<file path="config.mk">
export PLATFORM = sky130hd
export DESIGN_NAME = posit_job_driver
export DESIGN_NICKNAME = d
export VERILOG_FILES = /design/src/rtl/posit_job_driver.sv
export SDC_FILE = /design/constraint.sdc
export NUM_CORES = 1
export LEC_CHECK = 0
export ABC_AREA = 1
export ABC_CLOCK_PERIOD_IN_PS = 2290
export CORE_MARGIN = 2
export CORE_UTILIZATION = 35
export DETAILED_ROUTE_END_ITERATION = 8
export GPL_ROUTABILITY_DRIVEN = 0
export MAX_ROUTING_LAYER = met4
export SLEW_MARGIN = 10
export SYNTH_ARGS = -nofsm -noshare
export SYNTH_HDL_FRONTEND = slang
export SYNTH_SLANG_ARGS = --single-unit
export TNS_END_PERCENT = 5
</file>
<file path="constraint.sdc">
create_clock -name clock -period 2.29 [get_ports clock]
set_input_delay 0.458 -clock clock [delete_from_list [all_inputs] [get_ports clock]]
set_output_delay 0.458 -clock clock [all_outputs]
set_load 0.02 [all_outputs]
</file>
<file path="src/rtl/posit_job_driver.sv">
`timescale 1ns/1ps
// posit_job_driver
// Host-side initiator for the posit add accelerator job protocol.
// Takes an operand pair on a valid/ready job port and writes the
// operands little-endian into the accelerator source memory. It then
// raises start and waits for completed, with a timeout. The 32-bit
// result is read back byte-wise from the result memory and returned on
// a valid/ready response port.
//
// Ports:
//   clock, reset_n        : rising-edge clock, async active-low reset
//   job_valid/job_ready   : job handshake, operands job_num1/job_num2
//   src_address/src_write_data/src_write_enable : source memory write port
//   res_address/res_read_data : result memory read port (1-cycle latency)
//   acc_start/acc_completed   : accelerator start/completed levels
//   resp_valid/resp_ready     : response handshake
//   resp_result/resp_timeout  : result word and timeout flag
module posit_job_driver #(
  parameter int                ADDR_W         = 12,
  parameter logic [ADDR_W-1:0] SRC_BASE       = 12'h000,
  parameter logic [ADDR_W-1:0] RES_BASE       = 12'h010,
  parameter int                TIMEOUT_CYCLES = 4096
) (
  input  logic              clock,
  input  logic              reset_n,
  input  logic              job_valid,
  output logic              job_ready,
  input  logic [31:0]       job_num1,
  input  logic [31:0]       job_num2,
  output logic [ADDR_W-1:0] src_address,
  output logic [7:0]        src_write_data,
  output logic              src_write_enable,
  output logic [ADDR_W-1:0] res_address,
  input  logic [7:0]        res_read_data,
  output logic              acc_start,
  input  logic              acc_completed,
  output logic              resp_valid,
  input  logic              resp_ready,
  output logic [31:0]       resp_result,
  output logic              resp_timeout
);

  typedef enum logic [2:0] {IDLE, WRITE, ARM, WAIT, READ, RESP} state_t;

  // Final value of the wait counter; reaching it ends the job as a timeout.
  localparam logic [15:0] TO_LAST = 16'(TIMEOUT_CYCLES - 1);

  state_t            state_q, state_d;
  logic [63:0]       ops_q, ops_d;
  logic [2:0]        byte_cnt_q, byte_cnt_d;
  logic [2:0]        rd_cnt_q, rd_cnt_d;
  logic [15:0]       to_cnt_q, to_cnt_d;
  logic [ADDR_W-1:0] src_address_d;
  logic [7:0]        src_write_data_d;
  logic              src_write_enable_d;
  logic [ADDR_W-1:0] res_address_d;
  logic              acc_start_d;
  logic [31:0]       resp_result_d;
  logic              resp_timeout_d;
  logic [2:0]        next_byte;
  logic [1:0]        rd_byte;

  assign next_byte = byte_cnt_q + 3'd1;
  // Read data lags its address by one cycle, so the byte landing now
  // belongs to the address issued on the previous count.
  assign rd_byte   = rd_cnt_q[1:0] - 2'd1;

  assign job_ready  = (state_q == IDLE);
  assign resp_valid = (state_q == RESP);

  // Registered state and outputs.
  always_ff @(posedge clock or negedge reset_n) begin
    if (!reset_n) begin
      state_q          <= IDLE;
      ops_q            <= '0;
      byte_cnt_q       <= '0;
      rd_cnt_q         <= '0;
      to_cnt_q         <= '0;
      src_address      <= '0;
      src_write_data   <= '0;
      src_write_enable <= 1'b0;
      res_address      <= '0;
      acc_start        <= 1'b0;
      resp_result      <= '0;
      resp_timeout     <= 1'b0;
    end else begin
      state_q          <= state_d;
      ops_q            <= ops_d;
      byte_cnt_q       <= byte_cnt_d;
      rd_cnt_q         <= rd_cnt_d;
      to_cnt_q         <= to_cnt_d;
      src_address      <= src_address_d;
      src_write_data   <= src_write_data_d;
      src_write_enable <= src_write_enable_d;
      res_address      <= res_address_d;
      acc_start        <= acc_start_d;
      resp_result      <= resp_result_d;
      resp_timeout     <= resp_timeout_d;
    end
  end

  // Next-state and next-output decode. Outputs are computed one cycle
  // ahead so that each registered output lines up with its state.
  always_comb begin
    state_d            = state_q;
    ops_d              = ops_q;
    byte_cnt_d         = byte_cnt_q;
    rd_cnt_d           = rd_cnt_q;
    to_cnt_d           = to_cnt_q;
    src_address_d      = src_address;
    src_write_data_d   = src_write_data;
    src_write_enable_d = 1'b0;
    res_address_d      = res_address;
    acc_start_d        = acc_start;
    resp_result_d      = resp_result;
    resp_timeout_d     = resp_timeout;

    case (state_q)
      IDLE: begin
        if (job_valid && job_ready) begin
          ops_d              = {job_num2, job_num1};
          byte_cnt_d         = 3'd0;
          src_write_enable_d = 1'b1;
          src_address_d      = SRC_BASE;
          src_write_data_d   = job_num1[7:0];
          state_d            = WRITE;
        end
      end

      WRITE: begin
        if (byte_cnt_q == 3'd7) begin
          state_d = ARM;
        end else begin
          byte_cnt_d         = next_byte;
          src_write_enable_d = 1'b1;
          src_address_d      = SRC_BASE + ADDR_W'(next_byte);
          src_write_data_d   = ops_q[{next_byte, 3'b000} +: 8];
        end
      end

      // A completed level left over from an earlier job must drop
      // before start is raised, otherwise it would be taken as ours.
      ARM: begin
        if (!acc_completed) begin
          acc_start_d = 1'b1;
          to_cnt_d    = 16'd0;
          state_d     = WAIT;
        end
      end

      WAIT: begin
        if (acc_completed) begin
          acc_start_d    = 1'b0;
          rd_cnt_d       = 3'd0;
          res_address_d  = RES_BASE;
          resp_timeout_d = 1'b0;
          state_d        = READ;
        end else if (to_cnt_q == TO_LAST) begin
          acc_start_d    = 1'b0;
          resp_timeout_d = 1'b1;
          resp_result_d  = 32'd0;
          state_d        = RESP;
        end else begin
          to_cnt_d = to_cnt_q + 16'd1;
        end
      end

      // Four addresses on counts 0..3, data captured on counts 1..4.
      READ: begin
        rd_cnt_d = rd_cnt_q + 3'd1;
        if (rd_cnt_q < 3'd3) begin
          res_address_d = RES_BASE + ADDR_W'(rd_cnt_q + 3'd1);
        end
        if (rd_cnt_q != 3'd0) begin
          resp_result_d[{rd_byte, 3'b000} +: 8] = res_read_data;
        end
        if (rd_cnt_q == 3'd4) begin
          state_d = RESP;
        end
      end

      RESP: begin
        if (resp_ready) begin
          state_d = IDLE;
        end
      end

      default: begin
        state_d = IDLE;
      end
    endcase
  end

endmodule
</file>
### Supply network, run 1

The bar under the picture is 50 um long. Pins as bars on the die edge.
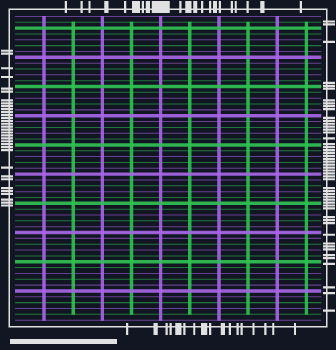
legend:
  VSS:
    color: purple
  VDD:
    color: green
signal pins: 146
rows: 52
met1 rails: 53
Floorplan Core Area: 20170 um2
die x size: 147.1 um

### Placement by cell class, run 1

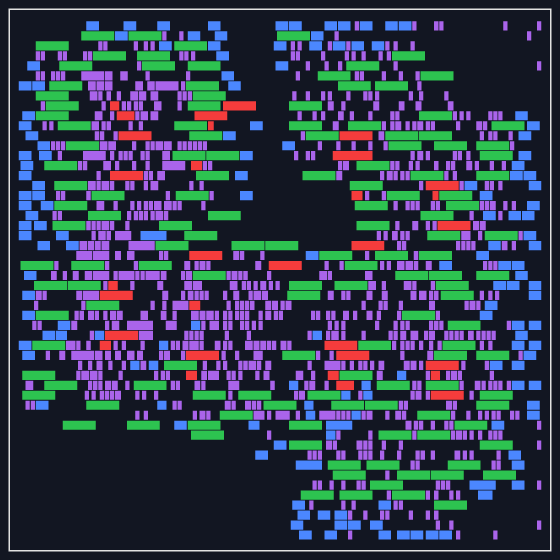
legend:
  all other logic:
    color: purple
    cells: 783
  clock drivers and dummy loads:
    color: red
    cells: 31
  flip-flops:
    color: green
    cells: 137
  other buffers and delay cells:
    color: blue
    cells: 150
Row Count: 52
final core utilization: 46.10%
design area: 9299 um2
register fraction of the total cell area: 36.87%

### Clock distribution, run 1

The bar under the picture is 50 um long.
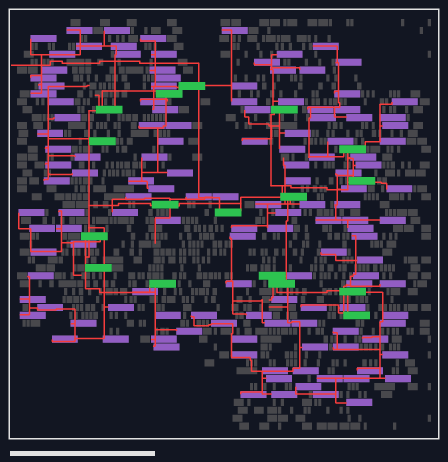
legend:
  clock wires:
    color: red
    length: 1920 um
  cells driving clock nets:
    color: green
    count: 17
  flip-flops:
    color: purple
    count: 137
flops lie: widely spread
routed clock nets: 18
clk pwr: 2.66 mW
clock network fraction of total power: 24.7%
worst clock skew on the final layout: 12.76 ps
clk_lat worst skew: 430 ps

==> ds_physical_params.txt, run 1 <==
Table: implementation figures

Parameter                              Value

Critical path
  Startpoint of the most critical setup path    state_q[0]$_DFFE_PN0P_
  Worst Setup End Kind    output pin
  Highest cell delay on the worst timing path    470 ps
  Crit path DAT    1630 ps
  Number of buffer and inverter stages on the critical path    2
  WP data required    1830 ps
  CP Launch Type    register
  Largest fanout on the critical path    7
  Reg2reg start    to_cnt_q[0]$_DFFE_PN0P_
  Depth of the most critical reg-to-reg path    10
  Master of the slowest instance on the critical path    sky130_fd_sc_hd__dfrtp_1
  Worst Setup EP    job_ready
  Critical Setup Path Class    reg2out

Power
  Switching share of power    approximately two fifths
  Sequential power    3.66 mW
  Leakage    4.595 nW
  Power spent charging and discharging nets    4.396 mW
  Fraction of power consumed by sequential logic    34.0%
  Worst vdd rail ir drop    0.5621 mV

Clocking
  Clock tree from TritonCTS    built
  Clk sinks    137
  Clk pin slew, worst setup/hold paths    60 ps
  Num CTS Buffers    17
  Hold buffers post-CTS    1
  Post-CTS setup buffers    0
  Post-CTS resize count    2
  CTS H-Tree Depth    4
  Root Buffer    sky130_fd_sc_hd__clkbuf_16

Final timing
  Period Utilization, post-route    between 90% and 100%
  Max Clock Freq    479.7 MHz
  Worst rel slew slack    65.31%
  Final Worst Setup Slack    around 200 ps
  Setup TNS    0 ps
  Minimum hold slack    approximately 470 ps
  Final count of pins violating max slew    0
  Hold violation count in the final report    0

Global routing
  GR met2 Demand/Resource    29.56%
  Grt total ovfl    0
  Initial antenna violation count    0
  Global route hottest layer    met2
  Via count of the first global-routing pass    roughly 6300
  Met3 track utilization from global routing    about 4.1%

Route
  Total length of routed met3 wires    approximately 970 um
  Detail-routed via count per cell    roughly 4.7
  Routed met1 length    approximately 9000 um
  Iteration count of the initial detailed-routing pass    5
  Metal2 WL    8898 um
  Residual DRC count    0
  Number of DRC violations after detailed-routing iteration 0    395
  Top layer reached by signal wires    met4
  Overall routed net length    between 15000 and 20000 um

Finish
  Filler Cells Inserted    2051
  Comb gate area    3232 um2
  Top reg by flops    ops_q
  Most used logic cell in the final layout    sky130_fd_sc_hd__nand2_1
  Number of inserted diodes    0
  Flip-flop count of the largest register after layout    ~64
  Layout-stage area growth over the synthesis result    29.66%
  Final-stage net count    1175
  Number of ordinary and repair buffers in the finished layout    150
  Comb/total area    34.76%
  Clock buffers and inverters, area share    6.109%
  Largest cell class    registers
  Flop count    137
  Area taken by flip-flops and latches    3428 um2
  Mi-comb count    721
  Non-clock inverters    between 60 and 70

Placement
  Count of input and output buffers    about 130
  Worst setup slack before clock tree synthesis    about 270 ps
  Placement-stage cell area    8723 um2

Synth
  Area of the synthesized netlist per yosys stat    7172 um2
  Synthesized-area fraction occupied by xor and xnor cells    0.4885%
  Most used standard cell by instance count after synthesis    sky130_fd_sc_hd__nand2_1
  Number of flops mapped to enable cells by yosys    0
  Dominant cell type by area after synthesis    sky130_fd_sc_hd__dfrtp_1
  Unique masters post-synth    33
  Async set or reset register ratio after synthesis    100.0%
  Portion of the post-synthesis area used by sequential elements    47.80%
  Synthesized flop and latch total    137
  Gate count of the mapped netlist    about 960
  Most frequent cells after synthesis    sky130_fd_sc_hd__nand2_1, sky130_fd_sc_hd__dfrtp_1, sky130_fd_sc_hd__nor2_1
  Largest non-sequential cell family by area    simple AND/OR/NAND/NOR gates
  Count of instantiated cells in the yosys netlist    959
  Post-synth top flop    sky130_fd_sc_hd__dfrtp_1
  Post-synthesis compound-gate area fraction    between 3 and 4%
  Number of warnings reported in the yosys synthesis log    0

Hold path
  Class of the tightest hold or removal check    reg2reg
  Launch instance of the worst min-delay path    ops_q[1]$_DFFE_PN0P_

Flow run
  Total tool warning count    31
  Number of max-cap violations    0

Floorplan
  Top-level I/O count    ~150
  Count of inserted tapcells    270
  Full die area    21650 um2

Outcome
  Result of the run    complete, no violations
==> run 2, diff against run 1 <==
--- a/config.mk
+++ b/config.mk
@@ -7,11 +7,13 @@
 export LEC_CHECK = 0
 export ABC_AREA = 1
 export ABC_CLOCK_PERIOD_IN_PS = 2290
+export CAP_MARGIN = 40
 export CORE_MARGIN = 2
 export CORE_UTILIZATION = 35
 export DETAILED_ROUTE_END_ITERATION = 8
 export GPL_ROUTABILITY_DRIVEN = 0
 export MAX_ROUTING_LAYER = met4
+export SETUP_SLACK_MARGIN = 0.05
 export SLEW_MARGIN = 10
 export SYNTH_ARGS = -nofsm -noshare
 export SYNTH_HDL_FRONTEND = slang
### Supply network, run 2

The bar under the picture is 50 um long. Pins as bars on the die edge.
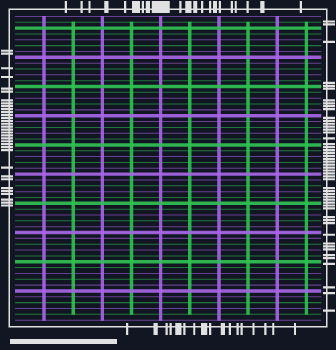
Chip Height: 147.1 um
worst vdd rail ir drop: 0.5621 mV

==> run 2 against run 1 <==
  * Non-clock buffer count stayed put
  * Maximum frequency stayed put
  * Total power stayed put
  * Area after synthesis stayed put
  * First-iteration DRC count stayed put
  * Clock skew stayed put
  * Hold slack stayed put
  * Die size stayed put
  * Critical path depth stayed put
  * Sequential share of layout area stayed put
  * Via count stayed put
==> ds_physical_params.txt, run 2 <==
Table: implementation figures

Parameter                              Value

Route
  Top layer reached by signal wires    met4
  Routed met1 length    8875 um (unchanged)
  Residual DRC count    0 (unchanged)
  Number of DRC violations after detailed-routing iteration 0    395 (unchanged)
  Detail-routed via count per cell    4.669 (unchanged)
  Iteration count of the initial detailed-routing pass    5 (unchanged)
  Overall routed net length    18940 um (unchanged)

Power
  Sequential power    3.66 mW (about the same)
  Power spent charging and discharging nets    4.396 mW (unchanged)
  Clk pwr    2.66 mW (about the same)
  Clock network fraction of total power    24.7% (about the same)
  Leakage    4.595 nW (unchanged)

Hold path
  Launch instance of the worst min-delay path    ops_q[1]$_DFFE_PN0P_
  Class of the tightest hold or removal check    reg2reg

Synth
  Unique masters post-synth    33 (unchanged)
  Most frequent cells after synthesis    sky130_fd_sc_hd__nand2_1, sky130_fd_sc_hd__dfrtp_1, sky130_fd_sc_hd__nor2_1
  Portion of the post-synthesis area used by sequential elements    47.80% (unchanged)
  Synthesized flop and latch total    137 (unchanged)
  Synthesized-area fraction occupied by xor and xnor cells    0.4885% (unchanged)
  Area of the synthesized netlist per yosys stat    7172 um2 (unchanged)
  Largest non-sequential cell family by area    simple AND/OR/NAND/NOR gates
  Most used standard cell by instance count after synthesis    sky130_fd_sc_hd__nand2_1
  Post-synthesis compound-gate area fraction    3.681% (unchanged)
  Count of instantiated cells in the yosys netlist    959 (unchanged)
  Post-synth top flop    sky130_fd_sc_hd__dfrtp_1
  Number of warnings reported in the yosys synthesis log    0 (unchanged)
  Dominant cell type by area after synthesis    sky130_fd_sc_hd__dfrtp_1
  Async set or reset register ratio after synthesis    100.0% (unchanged)
  Gate count of the mapped netlist    959 (unchanged)

Global routing
  Met3 track utilization from global routing    4.099% (unchanged)
  Global route hottest layer    met2
  GR met2 Demand/Resource    29.56% (unchanged)
  Via count of the first global-routing pass    6308 (unchanged)
  Initial antenna violation count    0 (unchanged)
  Grt total ovfl    0 (unchanged)

Critical path
  WP data required    1830 ps (about the same)
  CP Launch Type    register
  Depth of the most critical reg-to-reg path    10 (unchanged)
  Largest fanout on the critical path    7 (unchanged)
  Reg2reg start    to_cnt_q[0]$_DFFE_PN0P_
  Critical Setup Path Class    reg2out
  Highest cell delay on the worst timing path    470 ps (about the same)
  Worst Setup End Kind    output pin
  Master of the slowest instance on the critical path    sky130_fd_sc_hd__dfrtp_1
  Crit path DAT    1630 ps (about the same)
  Startpoint of the most critical setup path    state_q[0]$_DFFE_PN0P_
  Number of buffer and inverter stages on the critical path    2 (unchanged)
  Worst Setup EP    job_ready

Floorplan
  Full die area    21650 um2 (unchanged)
  Row Count    52 (unchanged)
  Floorplan Core Area    20170 um2 (unchanged)
  Top-level I/O count    146 (unchanged)
  Count of inserted tapcells    270 (unchanged)

Final timing
  Worst clock skew on the final layout    12.76 ps (unchanged)
  Hold violation count in the final report    0 (unchanged)
  Final count of pins violating max slew    0 (unchanged)
  Unrepaired setup endpoints after global routing    no
  Period Utilization, post-route    91.03% (unchanged)
  Max Clock Freq    479.7 MHz (unchanged)
  Final Worst Setup Slack    205.4 ps (unchanged)
  Minimum hold slack    468.7 ps (unchanged)
  Setup TNS    0 ps (unchanged)

Flow run
  Total tool warning count    31 (unchanged)
  Number of max-cap violations    0 (unchanged)

Finish
  Non-clock inverters    62 (unchanged)
  Register fraction of the total cell area    36.87% (unchanged)
  Clock buffers and inverters, area share    6.109% (unchanged)
  Number of ordinary and repair buffers in the finished layout    150 (unchanged)
  Flop count    137 (unchanged)
  Top reg by flops    ops_q
  Flip-flop count of the largest register after layout    64 (unchanged)
  Area taken by flip-flops and latches    3428 um2 (unchanged)
  Final core utilization    46.10% (unchanged)
  Number of inserted diodes    0 (unchanged)
  Filler Cells Inserted    2051 (unchanged)
  Layout-stage area growth over the synthesis result    29.66% (unchanged)
  Comb gate area    3232 um2 (unchanged)
  Mi-comb count    721 (unchanged)
  Final-stage net count    1175 (unchanged)
  Largest cell class    registers

Placement
  Worst setup slack before clock tree synthesis    265.6 ps (unchanged)
  Placement-stage cell area    8723 um2 (unchanged)

Clocking
  Clk sinks    137 (unchanged)
  Clk_lat worst skew    430 ps (about the same)
  Root Buffer    sky130_fd_sc_hd__clkbuf_16
  Hold buffers post-CTS    1 (unchanged)
  Clk pin slew, worst setup/hold paths    60 ps (about the same)
  CTS H-Tree Depth    4 (unchanged)
  Num CTS Buffers    17 (unchanged)
  Post-CTS setup buffers    0 (unchanged)
  Post-CTS resize count    2 (unchanged)

Outcome
  Result of the run    complete, no violations
==> run 3, diff against run 2 <==
--- a/config.mk
+++ b/config.mk
@@ -10,7 +10,9 @@
 export CAP_MARGIN = 40
 export CORE_MARGIN = 2
 export CORE_UTILIZATION = 35
+export CTS_BUF_LIST = sky130_fd_sc_hd__clkbuf_16
 export DETAILED_ROUTE_END_ITERATION = 8
+export DONT_BUFFER_PORTS = 1
 export GPL_ROUTABILITY_DRIVEN = 0
 export MAX_ROUTING_LAYER = met4
 export SETUP_SLACK_MARGIN = 0.05
### Routed metal, one color a layer, run 3

The bar under the picture is 50 um long.
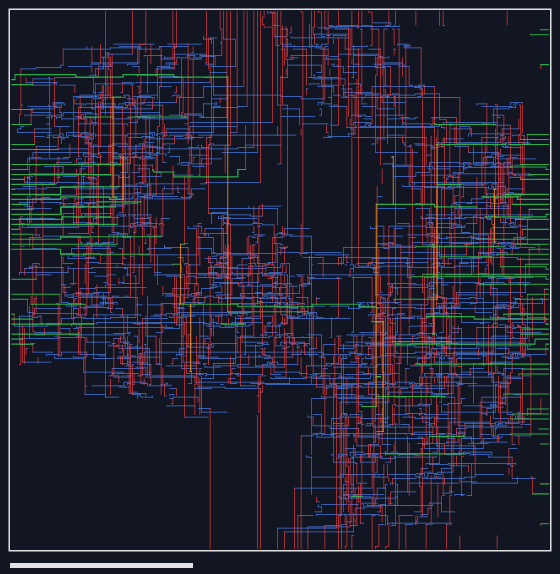
legend:
  met4:
    color: orange
    wire_length: 316 um
  met2:
    color: red
    wire_length: 8450 um
  met3:
    color: green
    wire_length: 1450 um
  met1:
    color: blue
    wire_length: 7890 um

==> run 3 against run 2 <==
  * The flow now finishes with violations (hold timing)
  * Synthesized cell count is the same
  * Total power fell by 3.7%
  * Critical path type is now reg2reg
  * Combinational power is 16% lower
  * Via count fell by 8.6%
  * Count of clock-buffer cells in the layout down 2
  * Die size is the same
  * Clock skew grew 1.2 ps
  * Sequential power is 5.7% higher
==> ds_physical_params.txt, run 3 <==
Table: implementation figures

Parameter                              Value

Outcome
  Result of the run    finished, violations left
  Violated checks    hold timing

Power
  Leakage    4.053 nW (-12%)
  Pwr Density    1302 nW/um2
  Fraction of power consumed by sequential logic    37.4%
  Clk pwr    2.76 mW (+4%)
  Power spent charging and discharging nets    4.365 mW (-0.72%)
  Worst vdd rail ir drop    0.6660 mV (+18%)
  Sequential power    3.87 mW (+5.7%)
  Total design power    ~10 mW
  Clock network fraction of total power    26.7% (+2.0 points)
  Switching share of power    42.19%

Finish
  Layout-stage area growth over the synthesis result    10.80%
  Comb/total area    40.78%
  Flop count    137 (unchanged)
  Filler Cells Inserted    2098 (+2.3%)
  Number of ordinary and repair buffers in the finished layout    14 (-91%)
  Number of inserted diodes    0 (unchanged)
  Non-clock inverters    62 (unchanged)
  Clock buffers and inverters, area share    7.416% (+1.3 points)
  Largest cell class    registers
  Area taken by flip-flops and latches    3428 um2 (unchanged)
  Mi-comb count    721 (unchanged)
  Most used logic cell in the final layout    sky130_fd_sc_hd__nand2_1
  Top reg by flops    ops_q
  Register fraction of the total cell area    43.14% (+6.3 points)
  Comb gate area    3241 um2 (+0.27%)
  Final core utilization    39.40% (-6.7 points)
  Flip-flop count of the largest register after layout    64 (unchanged)
  Final-stage net count    1039 (-12%)

Critical path
  Number of buffer and inverter stages on the critical path    3 (+1)
  WP data required    2650 ps (+820 ps)
  Master of the slowest instance on the critical path    sky130_fd_sc_hd__dfrtp_1
  Crit-path most repeated cell    sky130_fd_sc_hd__nand3_1
  Reg2reg start    state_q[2]$_DFFE_PN0P_
  Crit path DAT    2320 ps (+690 ps)
  Worst Setup End Kind    register
  Depth of the most critical reg-to-reg path    8 (-2)
  Largest fanout on the critical path    8 (+1)
  Highest cell delay on the worst timing path    420 ps (-50 ps)
  CP Launch Type    register
  Worst Setup EP    src_write_data[6]$_DFFE_PN0P_
  Kind of cell adding the most delay to the critical path    simple AND/OR/NAND/NOR gates
  End of the worst register-to-register path    src_write_data[6]$_DFFE_PN0P_
  Startpoint of the most critical setup path    state_q[2]$_DFFE_PN0P_
  Critical Setup Path Class    reg2reg

Global routing
  GR met2 Demand/Resource    28.08% (-1.5 points)
  Met3 track utilization from global routing    5.714% (+1.6 points)
  Global-route wire length before repair    30050 um
  Grt total ovfl    0 (unchanged)
  Via count of the first global-routing pass    5787 (-8.3%)
  Global route hottest layer    met2
  Initial antenna violation count    0 (unchanged)

Floorplan
  Pre-placement core utilization    35.56%
  Die x size    147.1 um
  Full die area    21650 um2 (unchanged)
  Count of inserted tapcells    270 (unchanged)
  Top-level I/O count    146 (unchanged)
  Floorplan Core Area    20170 um2 (unchanged)
  Chip Height    147.1 um (unchanged)
  Row Count    52 (unchanged)

Flow run
  Total tool warning count    35 (+13%)
  Number of max-cap violations    0 (unchanged)

Final timing
  Final count of pins violating max slew    0 (unchanged)
  Setup TNS    0 ps (unchanged)
  Max Clock Freq    510.2 MHz (+6.4%)
  Slew at the pin with the worst max-slew slack    563.3 ps
  Final Worst Setup Slack    330.0 ps (+124.6 ps)
  Period Utilization, post-route    85.59% (-5.4 points)
  Hold violation count in the final report    137 (+137)
  Unrepaired setup endpoints after global routing    no
  Worst clock skew on the final layout    13.92 ps (+1.156 ps)
  Minimum hold slack    -269.6 ps (-738.3 ps)

Route
  Residual DRC count    0 (unchanged)
  Top layer reached by signal wires    met4
  Detail-routed via count per cell    4.733 (+1.4%)
  Iteration count of the initial detailed-routing pass    7 (+2)
  Number of DRC violations after detailed-routing iteration 0    284 (-28%)
  Routed met1 length    7893 um (-11%)
  Overall routed net length    18110 um (-4.4%)

Clocking
  CTS H-Tree Depth    4 (unchanged)
  Clk pin slew, worst setup/hold paths    60 ps (about the same)
  Post-CTS setup buffers    0 (unchanged)
  Clk_lat worst skew    430 ps (about the same)
  Root Buffer    sky130_fd_sc_hd__clkbuf_16
  Num CTS Buffers    17 (unchanged)
  Clk sinks    137 (unchanged)
  Post-CTS resize count    0 (-2)

Synth
  Simple-gate area share of the yosys netlist    just under 40%
  Largest non-sequential cell family by area    simple AND/OR/NAND/NOR gates
  Synthesized flop and latch total    137 (unchanged)
  Post-synthesis compound-gate area fraction    3.681% (unchanged)
  Dominant cell type by area after synthesis    sky130_fd_sc_hd__dfrtp_1
  Most frequent cells after synthesis    sky130_fd_sc_hd__nand2_1, sky130_fd_sc_hd__dfrtp_1, sky130_fd_sc_hd__nor2_1
  Async set or reset register ratio after synthesis    100.0% (unchanged)
  Area of the synthesized netlist per yosys stat    7172 um2 (unchanged)
  Unique masters post-synth    33 (unchanged)
  Synthesized-area fraction occupied by xor and xnor cells    0.4885% (unchanged)
  Most used standard cell by instance count after synthesis    sky130_fd_sc_hd__nand2_1
  Gate count of the mapped netlist    959 (unchanged)
  Mux cell area share    0%
  Fraction of synthesized cell area taken by the top area cell type    approximately 48%
  Post-synth top flop    sky130_fd_sc_hd__dfrtp_1
  Count of instantiated cells in the yosys netlist    959 (unchanged)
  Average cell area after synthesis    between 7 and 8 um2
  Number of flops mapped to enable cells by yosys    0
  Portion of the post-synthesis area used by sequential elements    47.80% (unchanged)
  Number of warnings reported in the yosys synthesis log    0 (unchanged)

Hold path
  Class of the tightest hold or removal check    in2async

Placement
  Placement-stage cell area    7348 um2 (-16%)
  Worst setup slack before clock tree synthesis    242.6 ps (-22.97 ps)
  Count of input and output buffers    0
  Final HPWL DP    12980 um
Power figures rest on the tool's default switching activity, not on a simulated workload.
